==> config.mk <==
export PLATFORM = sky130hd
export DESIGN_NAME = scan_index_sequencer
export DESIGN_NICKNAME = d
export VERILOG_FILES = /design/src/rtl/scan_index_sequencer.sv
export SDC_FILE = /design/constraint.sdc
export NUM_CORES = 1
export LEC_CHECK = 0
export CAP_MARGIN = 30
export CORE_MARGIN = 3
export CORE_UTILIZATION = 56
export DETAILED_ROUTE_END_ITERATION = 12
export GPL_TIMING_DRIVEN = 1
export PLACE_DENSITY = 0.81
export SLEW_MARGIN = 20
export SYNTH_ARGS = -nofsm -noshare
export SYNTH_HDL_FRONTEND = slang
export SYNTH_SLANG_ARGS = --single-unit
==> constraint.sdc <==
create_clock -name clk -period 4.2 [get_ports clk]
set_input_delay 0.42 -clock clk [delete_from_list [all_inputs] [get_ports clk]]
set_output_delay 0.42 -clock clk [all_outputs]
set_load 0.02 [all_outputs]
==> src/rtl/scan_index_sequencer.sv <==
`default_nettype none
// ============================================================================
// Module      : scan_index_sequencer
// Description : Round-robin 3-bit select generator for a 3-to-8 decoder.
//               Visits the channels enabled in a mask, holding each one for
//               a programmable dwell, with registered step/wrap strobes.
// Revision    : 1.0 - initial release
// ============================================================================
module scan_index_sequencer #(
  parameter int DWELL_W = 8
) (
  input  logic               clk,
  input  logic               rst,
  input  logic               en,
  input  logic [DWELL_W-1:0] dwell,
  input  logic [7:0]         mask,
  output logic [2:0]         sel,
  output logic               active,
  output logic               step,
  output logic               wrap
);

  typedef enum logic [0:0] {
    S_IDLE = 1'b0,
    S_RUN  = 1'b1
  } state_t;

  state_t             r_state;
  logic [2:0]         r_sel;
  logic               r_active;
  logic               r_step;
  logic               r_wrap;
  logic [DWELL_W-1:0] r_cnt;

  state_t             w_state_n;
  logic [2:0]         w_sel_n;
  logic               w_active_n;
  logic               w_step_n;
  logic               w_wrap_n;
  logic [DWELL_W-1:0] w_cnt_n;

  logic [2:0]         w_low_idx;
  logic [2:0]         w_next_idx;
  logic               w_found;
  logic               w_mask_any;

  assign w_mask_any = |mask;

  // Lowest set mask bit: the starting channel whenever the scan (re)starts.
  always_comb begin
    w_low_idx = 3'd0;
    for (int i = 7; i >= 0; i--) begin
      if (mask[i]) w_low_idx = 3'(i);
    end
  end

  // Circular search from sel+1 through sel; the current channel is the last
  // candidate so a single-bit mask re-selects itself.
  always_comb begin
    w_next_idx = r_sel;
    w_found    = 1'b0;
    for (int i = 1; i <= 8; i++) begin
      if (!w_found && mask[r_sel + 3'(i)]) begin
        w_next_idx = r_sel + 3'(i);
        w_found    = 1'b1;
      end
    end
  end

  // Next-state and next-output decode; strobes default low every cycle.
  always_comb begin
    w_state_n  = r_state;
    w_sel_n    = r_sel;
    w_active_n = r_active;
    w_step_n   = 1'b0;
    w_wrap_n   = 1'b0;
    w_cnt_n    = r_cnt;
    case (r_state)
      S_IDLE: begin
        w_active_n = 1'b0;
        if (en && w_mask_any) begin
          w_state_n  = S_RUN;
          w_sel_n    = w_low_idx;
          w_active_n = 1'b1;
          w_step_n   = 1'b1;
          w_cnt_n    = dwell;
        end
      end
      S_RUN: begin
        if (!en || !w_mask_any) begin
          w_state_n  = S_IDLE;
          w_active_n = 1'b0;
        end else if (r_cnt != '0) begin
          w_cnt_n = r_cnt - DWELL_W'(1);
        end else begin
          w_sel_n  = w_next_idx;
          w_step_n = 1'b1;
          w_wrap_n = (w_next_idx <= r_sel);
          w_cnt_n  = dwell;
        end
      end
      default: begin
        w_state_n  = S_IDLE;
        w_active_n = 1'b0;
      end
    endcase
  end

  // State and output registers; reset clears everything immediately.
  always_ff @(posedge clk or posedge rst) begin
    if (rst) begin
      r_state  <= S_IDLE;
      r_sel    <= 3'd0;
      r_active <= 1'b0;
      r_step   <= 1'b0;
      r_wrap   <= 1'b0;
      r_cnt    <= '0;
    end else begin
      r_state  <= w_state_n;
      r_sel    <= w_sel_n;
      r_active <= w_active_n;
      r_step   <= w_step_n;
      r_wrap   <= w_wrap_n;
      r_cnt    <= w_cnt_n;
    end
  end

  assign sel    = r_sel;
  assign active = r_active;
  assign step   = r_step;
  assign wrap   = r_wrap;

endmodule
`default_nettype wire
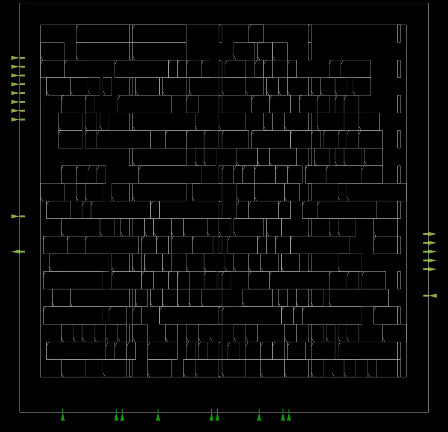
Figure 1: cell outlines without signal wires.
FFs & Latches: 15
Filler Cell Count: 265
well-tap cell count: 44
standard-cell rows: 20
standard cell core area: 0.00308 mm2

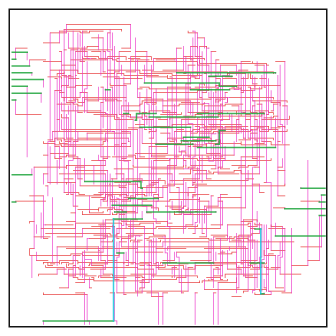
Figure 2: wiring by layer.
- metal 1: red (wire length 2130 um)
- metal 3: green (wire length 271 um)
- metal 4: cyan (wire length 33.3 um)
- metal 2: magenta (wire length 2310 um)

==> design notes <==
The fraction of synthesized cell area in xor and xnor cells came out at 0.0239. TritonCTS built the clock tree. Classification of the worst setup path: reg2reg.

The most common cell in the synthesized netlist is sky130_fd_sc_hd__o21ai_0. For the final standard cell count with taps included and fillers excluded, the log shows 278. In this run, post-CTS hold repair placed 0 buffers. After layout, the clock buffer instance count stands at 4.

The placed instances occupy a cell area of 0.00209 mm2. Per the layout area report, the register area comes to 375 um2. Setup repair after global routing left no endpoint under its margin. The finished cells cover 0.00212 mm2. The footprint of the multi-input gates is 0.00135 mm2. Endpoint of the worst-slack reg-to-reg timing path: wrap$_DFF_PP0_. The run gives 2.13 mm for the met1 wire length. The flow ran to the end, and the final reports show no timing, DRC or antenna violations. Cell internal power was estimated by the tool at 0.679 mW. The number of cells in the yosys synthesis report was 216; the cell area power density was 633 mW/mm2. The power share of the clock group was 0.063; the via density per instance was 6.61.

The top-area cell type share of the netlist area came out at 0.205. The most critical hold endpoint after final layout shows a slack of 0.491 ns. The run gives 1.34 mW as the total power consumption of the routed design. For reference, the final report shows the hold violation count at 0. 25 I/O pins were placed. The total routing usage reported by global routing was 0.243; the routing usage on met3 was 0.0446.

The run gives 0 for the antenna cell count. The largest power group is combinational logic. Buffer type at the clock tree root: sky130_fd_sc_hd__clkbuf_4. The post-synthesis cell count came out at 216.

Non-clock buffer area fraction after layout: 0.124. The run gives 0 as the buffers inserted during post-CTS setup optimization. The total number of H-tree levels came out at 1. The run gives 0.536 ns for the minimum setup slack after placement. The number of violations reported at the end of detailed-routing iteration 0 is 183. The cell area after synthesis was 0.00183 mm2; the setup slack of the most critical reg-to-reg path was 0.60 ns. The tools report the required time reported for the critical path endpoint as 4.42 ns.

The static leakage power came out at 0.823 nW. The routed design uses 271 um of met3 wire. In the final layout, excluding clock inverters the inverter count is 13. The first global-routing pass estimated 7.96 mm of wire. With the routed wirelength normalized by instance count at 17.1 um, the proportion of synthesized flip-flops having asynchronous set or reset is 1.00. The flow reports power dissipated in combinational cells as 1.04 mW.

STA classifies the critical path endpoint as a flip-flop. The logs give 0.600 ns for the post-layout worst setup margin and 0 for the number of remaining DRC errors. For the total wire length after detailed routing, the log shows 4.75 mm. The proportion of cell area occupied by registers was 0.177.

On the reported timing paths, the clock transition at the registers reads 0.09 ns. The run gives 0.687 as the utilization after layout. The area enclosed by the die boundary came out at 0.00400 mm2. The largest fanout on the critical path is 8. The beginning of the worst register-to-register path is sel[1]$_DFFE_PP0P_. With the post-synthesis simple-gate area fraction at 0.185, the remaining global-route overflow is 0. The run gives 0.164 for the share of total power in sequential cells. The run gives 24 for the tally of buffers added on design ports. Synthesis inferred 15 register bits. The headroom to the max-slew limit was 0.560; the number of cells on the worst reg-to-reg path was 13.

After detailed routing, no signal wire sits above met4. Looking at the area split, the leading class of cells is combinational gates. The number of buffer and inverter instances along the worst setup path is 1, and the mux contribution to synthesized area is 0.205. The transition time recorded at the tightest slew-check pin is 0.660 ns.

The via count of the first global-routing pass is 1697. The congestion estimate from routability-driven global placement came to 0.917. Per the run report, area growth between synthesis and finish was 15.4%. After global routing, the most crowded layer is met2.

With the delay of the slowest cell on the worst path at 0.56 ns, the floorplan core density is 0.596. The run gives 0.124 for the layout cell share with drive strength beyond 1. In the post-synthesis netlist, the biggest area contributors are sky130_fd_sc_hd__dfrtp_1 (20%), sky130_fd_sc_hd__mux4_2 (12%), sky130_fd_sc_hd__o21ai_0 (5.7%).

The run gives 0.269 for the fraction of the mapped netlist area in compound gates. The number of logic gates is 175. Adding up every negative setup slack in the final design gives 0 ns. The count of nets left with antenna violations once routing finished came out at 0. Per the skew report, the later register of the worst-skew pair sees a clock latency of 0.29 ns. The share of cell area taken by multi-input logic gates was 0.637. On the critical path the largest part of the delay comes from AND-OR/OR-AND gates.

In the detailed route, the total length drawn on met2 is 2.31 mm. Entering global routing, the biggest net connects 21 pins. STA classifies the critical path startpoint as a flip-flop. The layout has 27 buffers outside the clock class. On the final layout, the worst clock skew is 0.00181 ns. For the met2 capacity usage during global routing, the log shows 0.391. The run gives 0 as the initial antenna violation count. The area fraction in full adders, half adders and majority gates came out at 0.0478.

The share of total power consumed by net switching is 0.494. Sorting the synthesized cells by how often they occur yields sky130_fd_sc_hd__o21ai_0 (21), sky130_fd_sc_hd__a21oi_1 (19), sky130_fd_sc_hd__nor2_1 (17). The run gives 278 MHz as the highest achievable clock rate. The combinational share of power was 0.773; the number of enable-type register cells in the synthesized netlist was 0. For the number of iterations in the first detailed-routing pass, the log shows 4. The commonest register cell is sky130_fd_sc_hd__dfrtp_1. Prevailing logic family in the synthesized netlist: AND-OR/OR-AND gates. The most common logic cell in the final layout is sky130_fd_sc_hd__clkdlybuf4s50_1. The analysis reports a worst IR drop on VDD of 0.000389 V. The run gives 2 for the buffer levels on the longest clock path. After detailed placement, the design holds a cell count of 274. The final route contains 1837 vias.

The tool flagged a number of max-cap violations equal to 0. Post-CTS repair ended up resizing 0 cells. The clock network area share works out to 0.0124. The tightest min-delay check is of the in2async type. The warning tally printed by Yosys for this design is 0.

The biggest area consumer among synthesized cells was sky130_fd_sc_hd__dfrtp_1. The distinct cell type count of the synthesized netlist is 52, and the final critical-path required period is 3.60 ns. The routing usage on met1 was 0.345; the count of nets after finishing was 261. Per the TritonCTS log, the buffer count is 3.

The detailed placement HPWL is 3.56 mm. The sequential power reported by the tool is 0.220 mW. The count of clock tree sinks is 15.

Max-slew check failures listed in the final report amount to 0. The average size of a mapped cell was 8.49 um2. The tools report the number of nets at floorplan as 242. The end-of-flow timing check tallies setup violations at 0. The clock network power consumption was 0.0851 mW.

The critical path's slowest stage uses the library cell sky130_fd_sc_hd__mux4_2. For the synthesized chip area reported by yosys, the log shows 0.00183 mm2.
## worst max-delay path by stage
| stage | startpoint | end | cells past startpoint |
|---|---|---|---|
| 3_5_place_dp | mask[0] | wrap$_DFF_PP0_ | 10 |
| 6_report | sel[1]$_DFFE_PP0P_ | wrap$_DFF_PP0_ | 13 |
| 4_1_cts | sel[1]$_DFFE_PP0P_ | wrap$_DFF_PP0_ | 13 |
| 2_1_floorplan | sel[1]$_DFFE_PP0P_ | wrap$_DFF_PP0_ | 15 |
| 3_3_place_gp | mask[0] | wrap$_DFF_PP0_ | 11 |
| 5_1_grt | sel[1]$_DFFE_PP0P_ | wrap$_DFF_PP0_ | 12 |
## state kept, by name, indices dropped and copies added, names as in the netlist
register  flops
r_state       1
active        1
sel           3
step          1
wrap          1
r_cnt         8
Power and IR drop assume default switching activity.
